### src/rtl/reg_init_seq.sv
// Boot-time register initialiser: walks INIT_TABLE once and writes each
// {addr, data} entry to an APB slave, with a gap and timeout per transfer.
module reg_init_seq #(
   parameter int          N_INIT_REG     = 38,
   parameter logic [63:0] INIT_TABLE [(N_INIT_REG > 0) ? N_INIT_REG : 1] = '{default: 64'h0},
   parameter int          GAP_CYCLES     = 4,
   parameter int          TIMEOUT_CYCLES = 1024
) (
   input  logic        i_apb_clk,
   input  logic        i_apb_rst,
   input  logic        i_start,
   output logic        o_psel,
   output logic        o_penable,
   output logic        o_pwrite,
   output logic [31:0] o_paddr,
   output logic [31:0] o_pwdata,
   output logic [3:0]  o_pstrb,
   input  logic        i_pready,
   input  logic        i_pslverr,
   output logic        o_busy,
   output logic        o_init_done,
   output logic        o_init_err,
   output logic [7:0]  o_err_idx
);

   localparam int N_TAB  = (N_INIT_REG > 0) ? N_INIT_REG : 1;
   localparam int IDX_W  = (N_INIT_REG > 1) ? $clog2(N_INIT_REG) : 1;
   localparam int GAP_W  = (GAP_CYCLES > 1) ? $clog2(GAP_CYCLES) : 1;
   localparam int TO_W   = (TIMEOUT_CYCLES > 1) ? $clog2(TIMEOUT_CYCLES) : 1;
   localparam int N_LAST = (N_INIT_REG > 0) ? N_INIT_REG - 1 : 0;
   localparam int G_LAST = (GAP_CYCLES > 0) ? GAP_CYCLES - 1 : 0;
   localparam int T_LAST = (TIMEOUT_CYCLES > 0) ? TIMEOUT_CYCLES - 1 : 0;

   typedef enum logic [2:0] {
      ST_IDLE   = 3'd0,
      ST_SETUP  = 3'd1,
      ST_ACCESS = 3'd2,
      ST_GAP    = 3'd3,
      ST_DONE   = 3'd4
   } state_t;

   state_t             r_state;
   logic [IDX_W-1:0]   r_idx;
   logic [GAP_W-1:0]   r_gap_cnt;
   logic [TO_W-1:0]    r_acc_cnt;
   logic               r_psel;
   logic               r_penable;
   logic               r_pwrite;
   logic [31:0]        r_paddr;
   logic [31:0]        r_pwdata;
   logic [3:0]         r_pstrb;
   logic               r_busy;
   logic               r_init_done;
   logic               r_init_err;
   logic [7:0]         r_err_idx;
   logic [IDX_W-1:0]   w_load_idx;
   logic [63:0]        w_entry;

   // Bounded table lookup: indices past the end of the table read as zero.
   function automatic logic [63:0] f_entry(input logic [IDX_W-1:0] k);
      logic [63:0] v;
      v = 64'h0;
      for (int i = 0; i < N_TAB; i++) begin
         if (IDX_W'(i) == k) begin
            v = INIT_TABLE[i];
         end else begin
            v = v;
         end
      end
      return v;
   endfunction

   // Entry that the next SETUP will present: 0 from IDLE, idx+1 straight out of ACCESS.
   always_comb begin
      w_load_idx = r_idx;
      if (r_state == ST_IDLE) begin
         w_load_idx = '0;
      end else if (r_state == ST_ACCESS) begin
         w_load_idx = r_idx + IDX_W'(1);
      end else begin
         w_load_idx = r_idx;
      end
      w_entry = f_entry(w_load_idx);
   end

   // Sequencer FSM; every output is registered and set on the edge entering its state.
   always_ff @(posedge i_apb_clk) begin
      if (i_apb_rst) begin
         r_state     <= ST_IDLE;
         r_idx       <= '0;
         r_gap_cnt   <= '0;
         r_acc_cnt   <= '0;
         r_psel      <= 1'b0;
         r_penable   <= 1'b0;
         r_pwrite    <= 1'b0;
         r_paddr     <= 32'h0;
         r_pwdata    <= 32'h0;
         r_pstrb     <= 4'h0;
         r_busy      <= 1'b0;
         r_init_done <= 1'b0;
         r_init_err  <= 1'b0;
         r_err_idx   <= 8'h0;
      end else begin
         case (r_state)
            ST_IDLE: begin
               if (i_start && (N_INIT_REG == 0)) begin
                  r_state     <= ST_DONE;
                  r_init_done <= 1'b1;
               end else if (i_start) begin
                  r_state  <= ST_SETUP;
                  r_idx    <= '0;
                  r_busy   <= 1'b1;
                  r_psel   <= 1'b1;
                  r_pwrite <= 1'b1;
                  r_pstrb  <= 4'hF;
                  r_paddr  <= w_entry[63:32];
                  r_pwdata <= w_entry[31:0];
               end
            end
            ST_SETUP: begin
               r_state   <= ST_ACCESS;
               r_penable <= 1'b1;
               r_acc_cnt <= '0;
            end
            ST_ACCESS: begin
               if (i_pready || (r_acc_cnt == TO_W'(T_LAST))) begin
                  r_psel    <= 1'b0;
                  r_penable <= 1'b0;
                  r_pwrite  <= 1'b0;
                  r_paddr   <= 32'h0;
                  r_pwdata  <= 32'h0;
                  r_pstrb   <= 4'h0;
                  // A timed-out transfer and a slave error both count as failures.
                  if ((!i_pready || i_pslverr) && !r_init_err) begin
                     r_err_idx <= 8'(r_idx);
                  end
                  if (!i_pready || i_pslverr) begin
                     r_init_err <= 1'b1;
                  end
                  if (!i_pready || (r_idx == IDX_W'(N_LAST))) begin
                     r_state     <= ST_DONE;
                     r_busy      <= 1'b0;
                     r_init_done <= 1'b1;
                  end else if (GAP_CYCLES == 0) begin
                     r_idx     <= w_load_idx;
                     r_state   <= ST_SETUP;
                     r_psel    <= 1'b1;
                     r_pwrite  <= 1'b1;
                     r_pstrb   <= 4'hF;
                     r_paddr   <= w_entry[63:32];
                     r_pwdata  <= w_entry[31:0];
                  end else begin
                     r_idx     <= w_load_idx;
                     r_state   <= ST_GAP;
                     r_gap_cnt <= '0;
                  end
               end else begin
                  r_acc_cnt <= r_acc_cnt + TO_W'(1);
               end
            end
            ST_GAP: begin
               if (r_gap_cnt == GAP_W'(G_LAST)) begin
                  r_state  <= ST_SETUP;
                  r_psel   <= 1'b1;
                  r_pwrite <= 1'b1;
                  r_pstrb  <= 4'hF;
                  r_paddr  <= w_entry[63:32];
                  r_pwdata <= w_entry[31:0];
               end else begin
                  r_gap_cnt <= r_gap_cnt + GAP_W'(1);
               end
            end
            ST_DONE: begin
               r_state <= ST_DONE;
            end
            default: begin
               r_state <= ST_IDLE;
            end
         endcase
      end
   end

   assign o_psel      = r_psel;
   assign o_penable   = r_penable;
   assign o_pwrite    = r_pwrite;
   assign o_paddr     = r_paddr;
   assign o_pwdata    = r_pwdata;
   assign o_pstrb     = r_pstrb;
   assign o_busy      = r_busy;
   assign o_init_done = r_init_done;
   assign o_init_err  = r_init_err;
   assign o_err_idx   = r_err_idx;

endmodule

### config.mk
export PLATFORM = sky130hd
export DESIGN_NAME = reg_init_seq
export DESIGN_NICKNAME = d
export VERILOG_FILES = /design/src/rtl/reg_init_seq.sv
export SDC_FILE = /design/constraint.sdc
export NUM_CORES = 1
export LEC_CHECK = 0
export CAP_MARGIN = 30
export CORE_ASPECT_RATIO = 0.8
export CORE_MARGIN = 2
export CORE_UTILIZATION = 35
export DETAILED_ROUTE_END_ITERATION = 10
export GPL_TIMING_DRIVEN = 0
export PLACE_DENSITY = 0.79
export SLEW_MARGIN = 0
export SYNTH_ARGS = -nofsm -noshare
export SYNTH_HDL_FRONTEND = slang
export SYNTH_SLANG_ARGS = --single-unit
### constraint.sdc
create_clock -name i_apb_clk -period 2 [get_ports i_apb_clk]
set_input_delay 0.4 -clock i_apb_clk [delete_from_list [all_inputs] [get_ports i_apb_clk]]
set_output_delay 0.4 -clock i_apb_clk [all_outputs]
set_load 0.05 [all_outputs]
==> results.sh <==
# physical design summary
export IMPL_status="complete, no violations"
export IMPL_cp_end_kind="output port"
export IMPL_yosys_area_top_type="dfxtp_1"
export IMPL_rsz0062_at_grt="false"
export IMPL_p_int_mw=1.11
export IMPL_p_per_area_mw_per_mm2=643
export IMPL_hold_path_depth=3
export IMPL_clk_latency_ns=0.29
export IMPL_fp_util_pct=36.4
export IMPL_fin_crit_ns=1.93
export IMPL_finalHoldViolations=0
export IMPL_synth_cell_types=54
export IMPL_crit_type="reg -> out"
export IMPL_slew_viol_final=0
export IMPL_die_area_sq_mm=0.00682
export IMPL_crit_fanout=3
export IMPL_ys_cells=258
export IMPL_cp_top_family="buffers and inverters"
export IMPL_min_from="i_pready"
export IMPL_cts_sinks=32
export IMPL_cap_violations=0
[kinds of logic after synthesis]
group                      after synthesis  synth area share (%)
and+or+nand+nor                         76                  19.5
DFF                                     32                  29.6
adders and majority gates                4                  2.32
AOI/OAI and AO/OA                       51                  16.7
other                                    1                 0.174
muxes                                    7                  3.24
xor gates and xnor gates                 1                 0.405
buffers and inverters                   86                  28.0
[sequential cells by signal, summed over array words and instances, names as in the netlist, 2 cells and up]
signal     cells
r_acc_cnt     10
o_err_idx      6
r_idx          6
r_state        3
r_gap_cnt      2
[cell usage after synthesis, types with 4 or more instances]
master,instances
nand2_1,26
mux2i_1,7
clkbuf_1,7
dfxtp_1,32
inv_1,4
o211ai_1,4
o21ai_0,9
nor2_1,9
a21oi_1,7
buf_4,71
ha_1,4
nand3_1,11
a31oi_1,7
[worst max path at each step]
stage	from	to	slack (ns)	depth (start not counted)
2_1_floorplan	i_pready	r_acc_cnt[9]	0.11	5
3_3_place_gp	r_acc_cnt[0]	r_idx[0]	-0.24	6
3_5_place_dp	r_acc_cnt[0]	r_idx[5]	-0.27	6
4_1_cts	r_acc_cnt[0]	o_err_idx[4]	0.04	6
5_1_grt	r_state[0]	r_acc_cnt[9]	0.01	5
6_report	o_init_err	o_init_err	0.07	1
[power groups by stage]
stage | clock [mW] | combinational, mW | sequential (mW)
detailed placement | 0 | 0.624 | 0.682
global placement | 0 | 0.620 | 0.681
finish | 0.514 | 0.636 | 0.668
floorplan | 0 | 0.523 | 0.706
global route | 0.542 | 0.669 | 0.671
CTS | 0.521 | 0.625 | 0.668
[what timing repair did]
item | in CTS | in global routing
resized | 10 | 2
hold buffers | 0 | 0
setup buffers | 1 | 1
endpoints found under the setup margin | 16 | 17
pin swaps | 1 | 1
[final cells by class]
| class | count | area [sq um] |
|---|---|---|
| fill | 594 | 3120 |
| multi-input combinational | 205 | 1190 |
| sequential | 32 | 641 |
| buffer | 80 | 584 |
| timing repair buffer | 21 | 198 |
| tap | 81 | 101 |
| clock buffer | 8 | 90.1 |
| inverter | 5 | 18.8 |
[metal layers]
metal | vias up | track usage [%] | wire length, um
li1 | 965 | - | -
met1 | 827 | 16.0 | 1880
met2 | 82 | 22.9 | 2220
met3 | 8 | 2.63 | 303
met4 | 0 | 8.13 | 106
met5 | - | 0 | 0
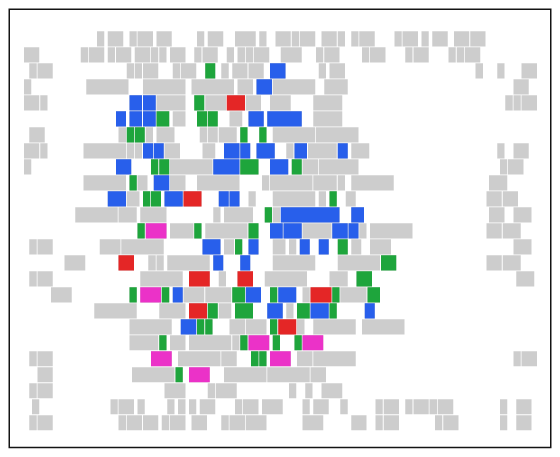
**Above:** gate families picked out.
Red stands for AND-OR and OR-AND gates, cells 8. Blue stands for inverting AOI/OAI gates, cells 43, most used o21ai_0. Magenta stands for multiplexers, cells 7, most used mux2i_1. Green stands for NAND gates, cells 45, most used nand2_1.
Comb/total area: 42.3%
Final Non-Filler Cells: 432
Commonest Layout Cell: buf_4

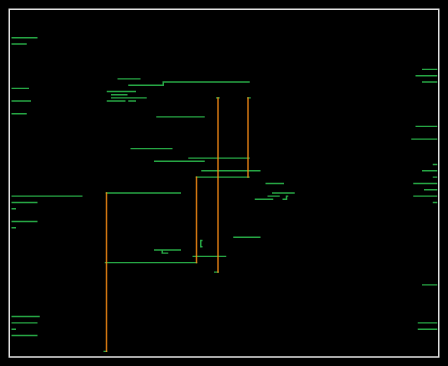
**Above:** wiring by layer.
Two of the layers only.
Orange stands for metal 4, wire length 107 um. Green stands for metal 3, wire length 304 um.

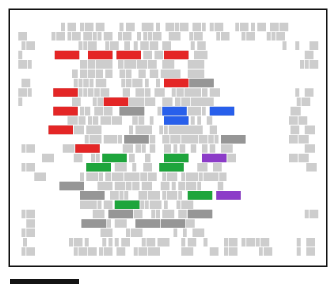
**Above:** where the registers sit.
Bar = 20 um.
Blue stands for r_state, placed flops 3. Red stands for r_acc_cnt, placed flops 10. Green stands for r_idx, placed flops 6, where center. Purple stands for r_gap_cnt, placed flops 2.
final core utilization: 47.6%
Reg area: 641 sq um
Seq group: 0.668 mW
flop share of the area: 22.7%

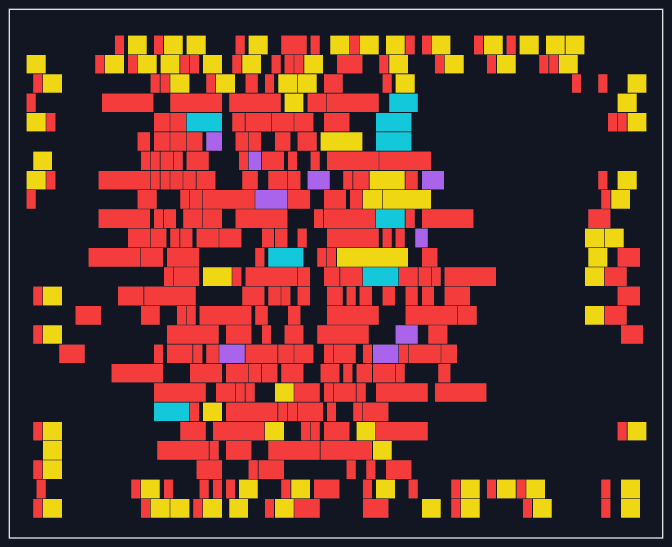
**Above:** cells by drive strength.
Yellow stands for _3 and _4 cells, cells 78, share 22%. Red stands for _0 and _1 cells, cells 256, share 73%. Purple stands for _2 cells, cells 9, share 2.6%. Cyan stands for _6 and larger, cells 8, share 2.3%.
Final WS setup: 0.0671 ns
Finished Cell Area: 0.00283 sq mm

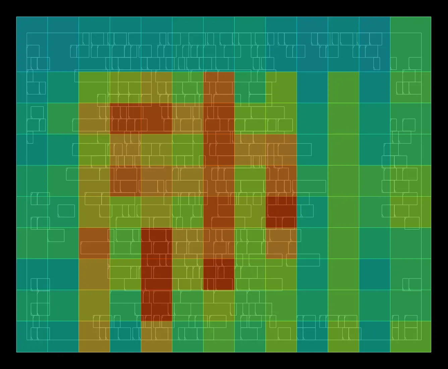
**Above:** routing congestion map.
gr busiest metal: met2
gr usage total: 13.4%
met1 usage: 16.0%
GR Layer Usage met2: 22.9%
routing usage on met3: 2.63%

Power figures rest on the tool's default switching activity, not on a simulated workload.
